<file path="src/rtl/dcc_pkg.sv">
// Shared types and defaults for the DCC receive path: half-bit classes,
// framing FSM states, rejection codes and timing defaults (1 MHz clock).
package dcc_pkg;

  localparam int DEF_ONE_MIN      = 52;
  localparam int DEF_ONE_MAX      = 64;
  localparam int DEF_ZERO_MIN     = 90;
  localparam int DEF_ZERO_MAX     = 10000;
  localparam int DEF_CNT_W        = 16;
  localparam int DEF_PREAMBLE_MIN = 10;
  localparam int DEF_MAX_BYTES    = 6;

  typedef enum logic [1:0] {
    HB_ONE  = 2'b00,
    HB_ZERO = 2'b01,
    HB_BAD  = 2'b10
  } hb_class_e;

  typedef enum logic [1:0] {
    PREAMBLE = 2'b00,
    BYTE     = 2'b01,
    SEP      = 2'b10
  } rx_state_e;

  localparam logic [1:0] ERR_CHECKSUM = 2'b00;
  localparam logic [1:0] ERR_TIMING   = 2'b01;
  localparam logic [1:0] ERR_OVERFLOW = 2'b10;
  localparam logic [1:0] ERR_SHORT    = 2'b11;

endpackage

</file>
<file path="src/rtl/dcc_bit_slicer.sv">
// DCC half-bit slicer: synchronizes the track polarity, times each half-bit,
// classifies it and pairs matching halves into bits.
module dcc_bit_slicer
  import dcc_pkg::*;
#(
  parameter int ONE_MIN  = DEF_ONE_MIN,
  parameter int ONE_MAX  = DEF_ONE_MAX,
  parameter int ZERO_MIN = DEF_ZERO_MIN,
  parameter int ZERO_MAX = DEF_ZERO_MAX,
  parameter int CNT_W    = DEF_CNT_W
) (
  input  logic clk,
  input  logic reset,
  input  logic track_in,
  output logic bit_valid,
  output logic bit_val,
  output logic bit_err
);

  localparam logic [CNT_W-1:0] CNT_SAT = CNT_W'(ZERO_MAX + 1);

  logic             r_sync1;
  logic             r_sync2;
  logic             r_prev;
  logic [CNT_W-1:0] r_cnt;
  logic             r_pend;
  hb_class_e        r_pend_cls;
  logic             r_bit_valid;
  logic             r_bit_val;
  logic             r_bit_err;

  logic             w_edge;
  logic             w_sat_hit;
  logic             w_cls_valid;
  hb_class_e        w_cls;

  assign w_edge    = r_sync2 ^ r_prev;
  // Fires only on the cycle the counter steps onto its saturation value.
  assign w_sat_hit = !w_edge && (r_cnt == CNT_SAT - CNT_W'(1));

  always_comb begin
    w_cls_valid = 1'b0;
    w_cls       = HB_BAD;
    if (w_edge) begin
      w_cls_valid = 1'b1;
      if ((r_cnt >= CNT_W'(ONE_MIN)) && (r_cnt <= CNT_W'(ONE_MAX))) begin
        w_cls = HB_ONE;
      end else if ((r_cnt >= CNT_W'(ZERO_MIN)) && (r_cnt <= CNT_W'(ZERO_MAX))) begin
        w_cls = HB_ZERO;
      end else begin
        w_cls = HB_BAD;
      end
    end else if (w_sat_hit) begin
      w_cls_valid = 1'b1;
      w_cls       = HB_BAD;
    end else begin
      w_cls_valid = 1'b0;
    end
  end

  always_ff @(posedge clk) begin
    if (reset) begin
      r_sync1 <= 1'b0;
      r_sync2 <= 1'b0;
      r_prev  <= 1'b0;
      r_cnt   <= {CNT_W{1'b0}};
    end else begin
      r_sync1 <= track_in;
      r_sync2 <= r_sync1;
      r_prev  <= r_sync2;
      if (w_edge) begin
        r_cnt <= CNT_W'(1);
      end else if (r_cnt != CNT_SAT) begin
        r_cnt <= r_cnt + CNT_W'(1);
      end
    end
  end

  // A mismatched second half becomes the new pending half, realigning bit phase.
  always_ff @(posedge clk) begin
    if (reset) begin
      r_pend      <= 1'b0;
      r_pend_cls  <= HB_BAD;
      r_bit_valid <= 1'b0;
      r_bit_val   <= 1'b0;
      r_bit_err   <= 1'b0;
    end else begin
      r_bit_valid <= 1'b0;
      r_bit_err   <= 1'b0;
      if (w_cls_valid) begin
        if (w_cls == HB_BAD) begin
          r_bit_err <= 1'b1;
          r_pend    <= 1'b0;
        end else if (r_pend && (r_pend_cls == w_cls)) begin
          r_bit_valid <= 1'b1;
          r_bit_val   <= (w_cls == HB_ONE);
          r_pend      <= 1'b0;
        end else begin
          r_pend     <= 1'b1;
          r_pend_cls <= w_cls;
        end
      end
    end
  end

  assign bit_valid = r_bit_valid;
  assign bit_val   = r_bit_val;
  assign bit_err   = r_bit_err;

endmodule

</file>
<file path="src/rtl/dcc_rx.sv">
// DCC packet receiver: frames sliced bits into preamble/bytes/end bit and checks
// the XOR error byte. DCC_RX_STATS_EN adds good/bad packet counters.
module dcc_rx
  import dcc_pkg::*;
#(
  parameter int ONE_MIN      = DEF_ONE_MIN,
  parameter int ONE_MAX      = DEF_ONE_MAX,
  parameter int ZERO_MIN     = DEF_ZERO_MIN,
  parameter int ZERO_MAX     = DEF_ZERO_MAX,
  parameter int CNT_W        = DEF_CNT_W,
  parameter int PREAMBLE_MIN = DEF_PREAMBLE_MIN,
  parameter int MAX_BYTES    = DEF_MAX_BYTES
) (
  input  logic                   clk,
  input  logic                   reset,
  input  logic                   track_in,
  output logic                   pkt_valid,
  output logic [8*MAX_BYTES-1:0] pkt_data,
  output logic [2:0]             pkt_len,
  output logic                   pkt_err,
  output logic [1:0]             err_code
`ifdef DCC_RX_STATS_EN
  ,
  output logic [15:0]            good_cnt,
  output logic [15:0]            bad_cnt
`endif
);

  logic                   w_bit_valid;
  logic                   w_bit_val;
  logic                   w_bit_err;
  logic [7:0]             w_byte;
  logic [2:0]             w_last_idx;
  logic [8*MAX_BYTES-1:0] w_data_out;

  rx_state_e              r_state;
  logic [4:0]             r_ones;
  logic [2:0]             r_bitcnt;
  logic [6:0]             r_shift;
  logic [2:0]             r_idx;
  logic [7:0]             r_xor;
  logic [8*MAX_BYTES-1:0] r_buf;
  logic                   r_pkt_valid;
  logic                   r_pkt_err;
  logic [1:0]             r_err_code;
  logic [8*MAX_BYTES-1:0] r_pkt_data;
  logic [2:0]             r_pkt_len;

  dcc_bit_slicer #(
    .ONE_MIN  (ONE_MIN),
    .ONE_MAX  (ONE_MAX),
    .ZERO_MIN (ZERO_MIN),
    .ZERO_MAX (ZERO_MAX),
    .CNT_W    (CNT_W)
  ) u_slicer (
    .clk       (clk),
    .reset     (reset),
    .track_in  (track_in),
    .bit_valid (w_bit_valid),
    .bit_val   (w_bit_val),
    .bit_err   (w_bit_err)
  );

  assign w_byte     = {r_shift, w_bit_val};
  assign w_last_idx = r_idx - 3'd1;

  // The last stored byte is the error byte and is not presented.
  always_comb begin
    w_data_out = r_buf;
    for (int i = 0; i < MAX_BYTES; i++) begin
      if (3'(i) == w_last_idx) begin
        w_data_out[i*8 +: 8] = 8'h00;
      end else begin
        w_data_out[i*8 +: 8] = r_buf[i*8 +: 8];
      end
    end
  end

  always_ff @(posedge clk) begin
    if (reset) begin
      r_state     <= PREAMBLE;
      r_ones      <= 5'd0;
      r_bitcnt    <= 3'd0;
      r_shift     <= 7'd0;
      r_idx       <= 3'd0;
      r_xor       <= 8'h00;
      r_buf       <= {(8*MAX_BYTES){1'b0}};
      r_pkt_valid <= 1'b0;
      r_pkt_err   <= 1'b0;
      r_err_code  <= 2'b00;
      r_pkt_data  <= {(8*MAX_BYTES){1'b0}};
      r_pkt_len   <= 3'd0;
    end else begin
      r_pkt_valid <= 1'b0;
      r_pkt_err   <= 1'b0;
      case (r_state)
        PREAMBLE: begin
          if (w_bit_err) begin
            r_ones <= 5'd0;
          end else if (w_bit_valid) begin
            if (w_bit_val) begin
              if (r_ones != 5'd31) r_ones <= r_ones + 5'd1;
            end else if (r_ones >= 5'(PREAMBLE_MIN)) begin
              r_state  <= BYTE;
              r_bitcnt <= 3'd0;
              r_idx    <= 3'd0;
              r_xor    <= 8'h00;
              r_buf    <= {(8*MAX_BYTES){1'b0}};
            end else begin
              r_ones <= 5'd0;
            end
          end
        end
        BYTE: begin
          if (w_bit_err) begin
            r_pkt_err  <= 1'b1;
            r_err_code <= ERR_TIMING;
            r_ones     <= 5'd0;
            r_state    <= PREAMBLE;
          end else if (w_bit_valid) begin
            r_shift  <= {r_shift[5:0], w_bit_val};
            r_bitcnt <= r_bitcnt + 3'd1;
            if (r_bitcnt == 3'd7) begin
              for (int i = 0; i < MAX_BYTES; i++) begin
                if (r_idx == 3'(i)) r_buf[i*8 +: 8] <= w_byte;
              end
              r_xor   <= r_xor ^ w_byte;
              r_idx   <= r_idx + 3'd1;
              r_state <= SEP;
            end
          end
        end
        SEP: begin
          if (w_bit_err) begin
            r_pkt_err  <= 1'b1;
            r_err_code <= ERR_TIMING;
            r_ones     <= 5'd0;
            r_state    <= PREAMBLE;
          end else if (w_bit_valid) begin
            if (!w_bit_val) begin
              if (r_idx >= 3'(MAX_BYTES)) begin
                r_pkt_err  <= 1'b1;
                r_err_code <= ERR_OVERFLOW;
                r_ones     <= 5'd0;
                r_state    <= PREAMBLE;
              end else begin
                r_bitcnt <= 3'd0;
                r_state  <= BYTE;
              end
            end else begin
              // The end bit doubles as the first bit of the next preamble.
              r_ones  <= 5'd1;
              r_state <= PREAMBLE;
              if (r_idx < 3'd3) begin
                r_pkt_err  <= 1'b1;
                r_err_code <= ERR_SHORT;
              end else if (r_xor != 8'h00) begin
                r_pkt_err  <= 1'b1;
                r_err_code <= ERR_CHECKSUM;
              end else begin
                r_pkt_valid <= 1'b1;
                r_pkt_data  <= w_data_out;
                r_pkt_len   <= w_last_idx;
              end
            end
          end
        end
        default: begin
          r_ones  <= 5'd0;
          r_state <= PREAMBLE;
        end
      endcase
    end
  end

  assign pkt_valid = r_pkt_valid;
  assign pkt_err   = r_pkt_err;
  assign err_code  = r_err_code;
  assign pkt_data  = r_pkt_data;
  assign pkt_len   = r_pkt_len;

`ifdef DCC_RX_STATS_EN
  logic [15:0] r_good_cnt;
  logic [15:0] r_bad_cnt;

  always_ff @(posedge clk) begin
    if (reset) begin
      r_good_cnt <= 16'd0;
      r_bad_cnt  <= 16'd0;
    end else begin
      if (r_pkt_valid) r_good_cnt <= r_good_cnt + 16'd1;
      if (r_pkt_err)   r_bad_cnt  <= r_bad_cnt + 16'd1;
    end
  end

  assign good_cnt = r_good_cnt;
  assign bad_cnt  = r_bad_cnt;
`endif

endmodule

</file>
<file path="config.mk">
export PLATFORM = sky130hd
export DESIGN_NAME = dcc_rx
export DESIGN_NICKNAME = d
export VERILOG_FILES = /design/src/rtl/dcc_pkg.sv /design/src/rtl/dcc_bit_slicer.sv /design/src/rtl/dcc_rx.sv
export SDC_FILE = /design/constraint.sdc
export NUM_CORES = 1
export LEC_CHECK = 0
export CAP_MARGIN = 20
export CORE_MARGIN = 3
export CORE_UTILIZATION = 64
export CTS_BUF_LIST = sky130_fd_sc_hd__clkbuf_4 sky130_fd_sc_hd__clkbuf_8
export CTS_CLUSTER_DIAMETER = 120
export DETAILED_ROUTE_END_ITERATION = 6
export PLACE_DENSITY = 0.93
export SLEW_MARGIN = 20
export SYNTH_ARGS = -nofsm -noshare
export SYNTH_HDL_FRONTEND = slang
export SYNTH_SLANG_ARGS = --single-unit
</file>
<file path="constraint.sdc">
create_clock -name clk -period 3.25 [get_ports clk]
set_clock_uncertainty 0.05 [all_clocks]
set_input_delay 0.65 -clock clk [delete_from_list [all_inputs] [get_ports clk]]
set_output_delay 0.65 -clock clk [all_outputs]
set_load 0.01 [all_outputs]
</file>
==> results.txt, run 1 <==
Entry: Yosys synthesis followed by OpenROAD place and route.

Outcome:
- The run finished with clean final reports.

Synth:
- The run puts the mean instance size in the synthesized netlist at 9.09 sq um.
- Yosys reported a register bit count of 156.
- In the Yosys stats the netlist draws on 55 distinct library cells.
- The synthesis report gives the async set-or-reset register share as 0.
- In this run the cell area of the synthesized design comes to 6600 sq um.
- For this run, the leading register cell type out of synthesis is sky130_fd_sc_hd__dfxtp_1.
- The run gives the net count after synthesis as 749.
- The run puts the number of cells in Yosys stat at 726.
- The run gives the fraction of the yosys area taken by sequential cells as 0.473.
- The run gives the synthesized netlist cell count as 726.
- The run gives the number of flops mapped to enable cells by yosys as 0.
- The chip area line in the Yosys stat output reads 6600 sq um.

Global route:
- Entering global routing, the biggest net connects 109 pins.
- The run gives the initial antenna violation count as 0.
- The first global-routing pass estimated 25100 um of wire.
- Recorded from the global router log, the overflow total was 0.
- The run gives the total track usage as 0.270.
- The number of global-route vias before repair is 5282.

CTS:
- The run puts the sink count of the clock tree at 156.
- The run gives the post-CTS setup-driven buffer insertion count as 0.
- The later pin in the worst-skew pair is clocked with a latency of 0.44 ns.
- The H-tree generated during clock tree synthesis spans 4 levels.
- The report lists the number of cells resized after CTS as 0.
- Looking at the clock tree report, the root buffer type is sky130_fd_sc_hd__clkbuf_8.
- For this design, the CTS-stage hold fixing added 0 buffers.
- The run gives the clock transition at the register clock pins on the worst setup and hold paths after CTS as 0.09 ns.
- TritonCTS built the clock tree.
- CTS reports a maximum clock tree buffer depth of 2.

Setup path:
- The run gives the critical path start-end classification as reg2reg.
- Among the stages of the critical path, the cell type that occurs most often is sky130_fd_sc_hd__a21oi_1.
- The worst setup path is launched from a flop.
- Max fanout on the critical path was recorded as 9.
- The signal on the critical path passes through inv_1 -> ha_1 -> o31a_1 -> o21ai_2 -> a21oi_1 -> a21oi_1 -> a22o_1.
- For this run, the slowest stage of the critical path takes 0.60 ns.
- The kind of cell with the highest combined delay along the critical path is AND-OR/OR-AND gates.
- The run gives the buffer and inverter count on the worst path as 1.
- The run gives the kind of end point of the critical path as a flop.
- For the worst setup path, the data required time is 3.58 ns.
- The run puts the data arrival at the endpoint of the critical path at 2.81 ns.
- The critical path's slowest stage uses the library cell sky130_fd_sc_hd__a21oi_1.

Flow run:
- The run puts the number of max-cap violations at 0.
- Warnings raised by the tools during the run amount to 39.

Routing:
- Per the post-route antenna check, the number of violating nets is 0.
- Summing over every cut layer, the via total after detailed routing is 5597.
- The run gives the number of search-and-repair iterations in the first detailed-routing pass as 5.
- The run gives the DRC marker count from the first detailed-route iteration as 436.
- The run gives the wire length per cell after detailed routing as 16.6 um.
- The run gives the routed wire length as 15000 um.

Pwr:
- The run puts the leakage power summed over all cells at 2.66 nW.
- The run puts the maximum vdd drop at 0.260 mV.
- The design draws 3.62 mW.
- The run gives the total power density per cell area as 481 nW/um^2.

Cells and area:
- The run puts the growth of design area from synthesis to finish at 14.1%.
- The run puts the share of cells above drive strength 1 at 0.0737.
- The run gives the dominant logic cell type in the layout as sky130_fd_sc_hd__dfxtp_1.
- The run puts the number of nets in the layout at 783.

Die:
- The run gives the height of the chip as 108 um.
- According to the floorplan report, the placeable core area is 9910 sq um.
- The run puts the chip width at 108 um.
- 58 I/O pins were placed.
- In the floorplan report the effective utilization is 0.666.
- The run gives the placement row count as 36.
- According to the floorplan report, the total die area is 11600 sq um.

Final timing:
- The run puts the post-route clock period utilization at 0.761.
- The run puts the actual transition at the worst max-transition pin at 0.860 ns.
- The run gives the number of hold-slack violations in the final timing report as 0.
- The run gives the total of endpoints with negative setup slack in the final report as 0.
- The run gives the sum of negative setup slack as 0 ns.
- The run gives the maximum clock frequency as 404 MHz.
- Headroom to the max-slew limit came out at 0.427.

Hold path:
- In this run the worst hold path is classified as reg2reg.

Place:
- The run gives the placed wire-length estimate as 9930 um.
- Per the placement log, port buffering inserted 57 buffers.
## run 1: worst paths after layout
| kind | from | end | slack (ns) | cells past startpoint |
|---|---|---|---|---|
| setup / recovery | r_ones[0] | r_buf[40] | 0.78 | 7 |
| hold / removal | pkt_data[16] | pkt_data[16] | 0.40 | 2 |
| setup reg to reg | r_ones[0] | r_buf[40] | 0.78 | 7 |
| hold reg to reg | pkt_data[16] | pkt_data[16] | 0.40 | 2 |
## run 1: cell usage after synthesis (all sizes together), types with 7 or more instances
cell	n	area, sq um
buf	11	135
a22o	49	429
nor3	12	65.1
nand3	54	270
nor2b	9	56.3
ha	20	250
nor2	48	180
xor2	11	96.3
a21oi	95	475
clkbuf	37	148
o32ai	8	70.1
or3	7	43.8
inv	19	71.3
dfxtp	156	3120
nand2	80	300
o21ai	14	73.8
nand2b	18	113
## run 1: logic make-up after synthesis
family                   after synthesis  share of synthesized area
AND/OR/NAND/NOR                      269                      0.214
flip-flops                           156                      0.473
AND-OR/OR-AND                        191                      0.189
adder cells (fa/ha/maj)               20                     0.0379
multiplexers                           6                    0.00910
XOR/XNOR                              17                     0.0226
buffers and inverters                 67                     0.0537
## run 1: report_power, final
group,total (mW),internal (mW),switching [mW]
clock,1.48,0.709,0.771
combinational,0.207,0.0740,0.133
sequential,1.93,1.92,0.0127
## run 1: area by class of cell
| cell class | count | area, sq um |
|---|---|---|
| repair buffers | 63 | 633 |
| fillers | 649 | 2380 |
| clock buffers | 17 | 234 |
| well taps | 133 | 166 |
| clock inverters | 15 | 174 |
| flip-flops and latches | 156 | 3120 |
| multi-input cells | 503 | 3130 |
| inverters | 19 | 71.3 |
## run 1: layer usage
layer  share of wire  vias up  wire length, um  GRT usage
li1                -     2641                -          -
met1            0.42     2643             6270      0.346
met5               0        -                0          0
met4           0.022        0              330      0.114
met2            0.48      279             7220      0.438
met3           0.081       34             1210     0.0606
## run 1: sequential cells by signal, indices dropped and copies added (netlist names)
signal / flops
u_slicer.r_pend: 1
pkt_len: 3
u_slicer.r_sync1: 1
u_slicer.r_pend_cls: 2
u_slicer.bit_err: 1
r_ones: 5
r_shift: 7
r_xor: 8
err_code: 2
pkt_valid: 1
u_slicer.bit_valid: 1
u_slicer.r_cnt: 16
pkt_data: 48
u_slicer.r_sync2: 1
u_slicer.bit_val: 1
r_bitcnt: 3
pkt_err: 1
r_idx: 3
r_buf: 48
r_state: 2
u_slicer.r_prev: 1
## run 1: metrics by stage
stage / area (sq um) / hold slack [ns] / util / worst slack [ns] / std cells
after detailed placement: 7090 / 0.393 / 0.716 / 0.872 / 873
after floorplan: 6600 / 0.364 / - / 1.02 / 726
after CTS: 7500 / 0.407 / 0.757 / 0.817 / 905
after global routing: 7530 / 0.419 / 0.760 / 0.585 / 906
final: 7530 / 0.402 / 0.760 / 0.776 / 906
after global placement: 7090 / 0.373 / 0.716 / 0.978 / 873
## run 1: worst min-delay path, cell delays in order (launching register included)
cell,delay (ns)
sky130_fd_sc_hd__dfxtp_1,0.32
sky130_fd_sc_hd__nand2_1,0.05
sky130_fd_sc_hd__a21oi_1,0.05
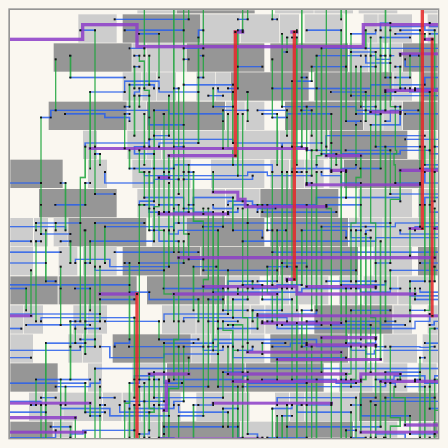
Run 1: a small window of the routed layout
Region (7, 61) to (47, 101) um. Cells in gray, sequential cells in the stronger gray; small squares are vias.
| color | layer |
|---|---|
| red | met4 |
| blue | met1 |
| purple | met3 |
| green | met2 |
most frequent: dfxtp_1 (33), a21oi_1 (23), nand3_1 (19)
cells with their middle in the window: 137
sequential cells in the window: 33
netlist names of flops here include: r_buf (16), pkt_data (15), r_xor (2)

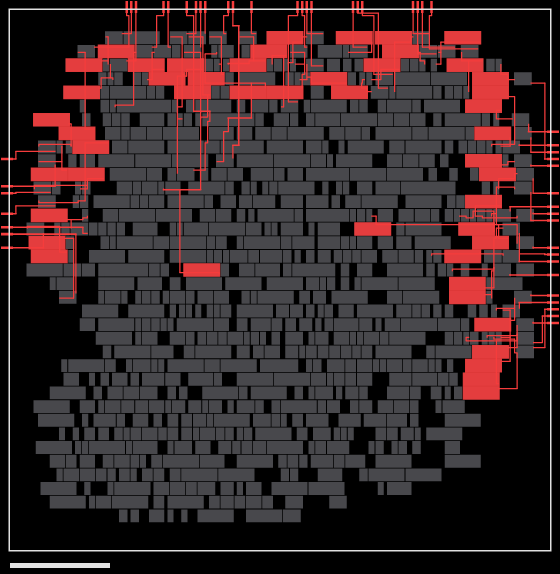
Run 1: nets reached from selected ports
Bar = 20 um.
| color | port | direction | edge | end cells | buffers | wire |
|---|---|---|---|---|---|---|
| red | pkt_data | output | 23 top, 18 right, 7 left | 48 | 48 | 1230 um |

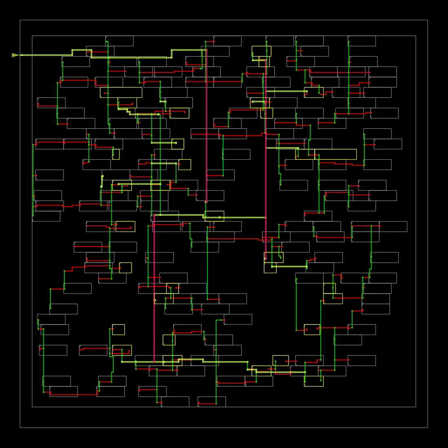
Run 1: clock wiring as the flow saved it
CTS Buf Count: 17
power consumed by the clock network: 1.48 mW

## Run 2: what changed since run 1
- CORE_UTILIZATION: 64 -> 60
- PLACE_DENSITY: 0.93 -> 0.88
- clock period: 3.25 -> 2.6 ns (I/O delays scaled with it)
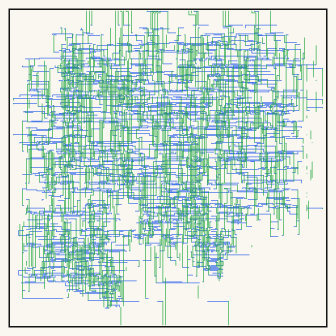
Run 2: wiring by layer
Only two layers are drawn.
| color | layer | wire length |
|---|---|---|
| green | met2 | 7380 um |
| blue | met1 | 6400 um |

==> results.txt, run 2 <==
Entry: Yosys synthesis followed by OpenROAD place and route.

Synth:
- The run gives the mean instance size in the synthesized netlist as 9.09 sq um (unchanged).
- The run puts the post-synthesis cell type count at 55 (unchanged).
- The biggest area contributor in the post-synthesis netlist is sky130_fd_sc_hd__dfxtp_1.
- The area share of xor/xnor cells in the synthesized design is 0.0226 (unchanged).
- The run puts the async set-or-reset flop fraction in the synthesized netlist at 0 (unchanged).
- By count the netlist is led by 156 x sky130_fd_sc_hd__dfxtp_1, 95 x sky130_fd_sc_hd__a21oi_1, 80 x sky130_fd_sc_hd__nand2_1.
- The run gives the yosys-reported design area after synthesis as 6600 sq um (unchanged).
- The share of synthesized cell area in and-or and or-and compound cells is 0.189 (unchanged).
- The post-synthesis simple-gate area fraction is 0.214 (unchanged).
- The run puts the number of cells in Yosys stat at 726 (unchanged).
- The run puts the area fraction in full adders, half adders and majority gates at 0.0379 (unchanged).
- By instance count, the leading cell after synthesis is sky130_fd_sc_hd__dfxtp_1.
- Among all flip-flop cells after synthesis, the most frequent one is sky130_fd_sc_hd__dfxtp_1.
- The run gives the prevailing logic family in the synthesized netlist as simple AND/OR/NAND/NOR gates.
- The fraction of synthesized area in multiplexers was 0.00910 (unchanged).
- The total of flip-flops plus latches after synthesis is 156 (unchanged).
- The run puts the number of flops mapped to enable cells by yosys at 0 (unchanged).
- The run puts the synthesized netlist cell count at 726 (unchanged).
- The run gives the fraction of the yosys area taken by sequential cells as 0.473 (unchanged).

CTS:
- The run puts the worst-skew pair later-pin latency at 0.46 ns (+0.02 ns).
- The number of hold buffers added after cts came to 0 (unchanged).
- The run puts the deepest clock path buffer count at 2 (unchanged).
- The run puts the number of buffers inserted during clock tree synthesis at 17 (unchanged).
- The run puts the sink count of the clock tree at 156 (unchanged).
- TritonCTS built the clock tree.
- The run puts the clock transition at the register clock pins on the worst setup and hold paths after CTS at 0.09 ns (about the same).
- Looking at the clock tree report, the root buffer type is sky130_fd_sc_hd__clkbuf_8.
- The run gives the deepest level of the CTS H-tree as 4 (unchanged).
- The run gives the post-CTS setup-driven buffer insertion count as 0 (unchanged).
- The post-cts repair resize count was 0 (unchanged).

Hold path:
- For the worst min-delay path, the startpoint reported by OpenROAD is u_slicer.r_sync1.
- The run gives the hold path endpoint as u_slicer.r_sync2.
- According to the hold report, the worst path is of the reg2reg type.

Die:
- The run puts the I/O pin count at 58 (unchanged).
- The chip area was 12300 sq um (+6.3%).
- The run puts the height of the chip at 111 um (+3.1%).
- The placement row count is 37 (+2.8%).
- The run gives the chip width as 111 um (+3.1%).
- The core utilization at floorplan is 0.628 (-0.0380).

Final timing:
- The run puts the actual transition at the worst max-transition pin at 0.795 ns (-0.0647 ns).
- The run puts the number of hold-slack violations in the final timing report at 0 (unchanged).
- The total of endpoints with negative setup slack in the final report came to 0 (unchanged).
- The run gives the maximum clock frequency as 419 MHz (+3.6%).
- The sum of negative setup slack came to 0 ns (unchanged).
- The run gives the post-route clock period utilization as 0.919 (+0.158).
- The worst slew margin relative to its limit came to 0.470 (+0.0431).

Setup path:
- The run gives the critical path start-end classification as reg2reg.
- Among all stages on the critical path, the largest delay is contributed by sky130_fd_sc_hd__dfxtp_1.
- The run gives the kind of end point of the critical path as a flop.
- The run gives the cell class contributing the biggest share of worst-path delay as AND-OR/OR-AND gates.
- The run gives the critical path startpoint category as a flop.
- The required time of the critical path was 2.90 ns (-0.68 ns).
- The endpoint identified for the worst register-to-register timing path is r_buf[41].
- The delay contributed by the slowest stage of the critical path came to 0.40 ns (-0.20 ns).
- The run puts the data arrival at the endpoint of the critical path at 2.69 ns (-0.12 ns).
- For the worst reg-to-reg path, the startpoint reported by OpenROAD is r_state[1].
- The buffer and inverter count on the worst path came to 1 (unchanged).
- The number of cells traversed by the worst register-to-register path was 7 (unchanged).
- The cell sequence reported for the critical path is inv_1 -> ha_1 -> nor2b_1 -> a21oi_1 -> a21oi_1 -> a21oi_1 -> a22o_1.

Place:
- The placed wire-length estimate came to 10100 um (+1.5%).
- The run gives the placed cell area as 7130 sq um (+0.55%).
- The run gives the count of input and output buffers as 57 (unchanged).

Global route:
- The run puts the initial antenna violation count at 0 (unchanged).
- The wire length of the first global-routing pass was 25000 um (-0.33%).
- The run puts the number of global-route vias before repair at 5142 (-2.7%).
- The run gives the largest net degree at the start of global routing as 60 (-45%).
- The run gives the final global-route overflow total as 0 (unchanged).

Routing:
- The run gives the via count as 5500 (-1.7%).
- The run gives the residual antenna-violating net count after detailed routing as 0 (unchanged).
- The run puts the routed wire length at 15100 um (+0.56%).
- The run puts the wire length per cell after detailed routing at 16.6 um (about the same).
- The number of search-and-repair iterations in the first detailed-routing pass came to 5 (unchanged).
- The run gives the DRC marker count from the first detailed-route iteration as 406 (-6.9%).

Pwr:
- The run gives the total power density per cell area as 593 nW/um^2 (+23%).
- The run puts the leakage power summed over all cells at 2.65 nW (-0.34%).
- The run gives the maximum vdd drop as 0.399 mV (+54%).

Cells and area:
- The run gives the final non-filler cell area as 7530 sq um (about the same).
- The growth of design area from synthesis to finish came to 14.1% (about the same).
- The share of cells above drive strength 1 came to 0.0761 (+0.00239).
- The run puts the number of nets in the layout at 785 (+0.26%).
- The total of fill cells in the finished design is 738 (+14%).
- The run puts the number of antenna diodes at 0.
- The library cell used most frequently in the layout, excluding fill and tap cells, is sky130_fd_sc_hd__dfxtp_1.

Outcome:
- The flow ran to the end, and the final reports show no timing, DRC or antenna violations.

Flow run:
- The run gives the number of max-cap violations as 0 (unchanged).
==> run 2: cell counts after synthesis <==
Identical to the previous run, type by type.
==> run 2: worst max-delay path by stage <==
stage | start | endpoint | depth (start not counted)
4_1_cts | r_state[1] | r_buf[46] | 7
6_report | r_state[1] | r_buf[41] | 7
3_5_place_dp | r_ones[1] | r_ones[0] | 7
5_1_grt | r_state[1] | r_buf[41] | 7
2_1_floorplan | reset | pkt_valid | 5
3_3_place_gp | r_ones[1] | r_ones[0] | 7
==> run 2: area by class of cell <==
cell class	count	area [sq um]	share of cell area
timing repair buffer	65	641	0.0851
sequential	156	3120	0.415
clock inverter	14	156	0.0208
inverter	19	71.3	0.00947
tap	136	170	0.0226
clock buffer	18	241	0.0321
multi-input combinational	503	3130	0.415
==> run 2: logic make-up after synthesis <==
| family | after synthesis |
|---|---|
| XOR/XNOR | 17 |
| AND-OR/OR-AND | 191 |
| multiplexers | 6 |
| adder cells (fa/ha/maj) | 20 |
| buffers and inverters | 67 |
| AND/OR/NAND/NOR | 269 |
| flip-flops | 156 |
==> run 2: layer usage <==
| layer | global-route usage | part of all wire |
|---|---|---|
| met5 | 0 | 0 |
| met4 | 0.0903 | 0.019 |
| met3 | 0.0469 | 0.070 |
| met2 | 0.401 | 0.49 |
| met1 | 0.324 | 0.42 |
==> run 2: per-stage QoR <==
stage	std cells	worst slack [ns]	utilization	hold WS [ns]	total power [mW]
detailed placement	879	0.317	0.679	0.382	2.72
floorplan	726	0.504	-	0.364	2.66
CTS	911	0.267	0.716	0.402	4.48
global placement	879	0.445	0.679	0.368	2.71
finish	911	0.211	0.716	0.400	4.47
global route	911	0.0711	0.716	0.416	4.61
==> run 2: report_power, final <==
| part | internal (mW) | total, mW | leakage [nW] | switching [mW] |
|---|---|---|---|---|
| Sequential | 2.40 | 2.42 | 1.26 | 0.0152 |
| Clock | 0.805 | 1.79 | 0.193 | 0.990 |
| Combinational | 0.0903 | 0.255 | 1.20 | 0.165 |
No activity file was given, so power comes from the tool's default toggle rates.
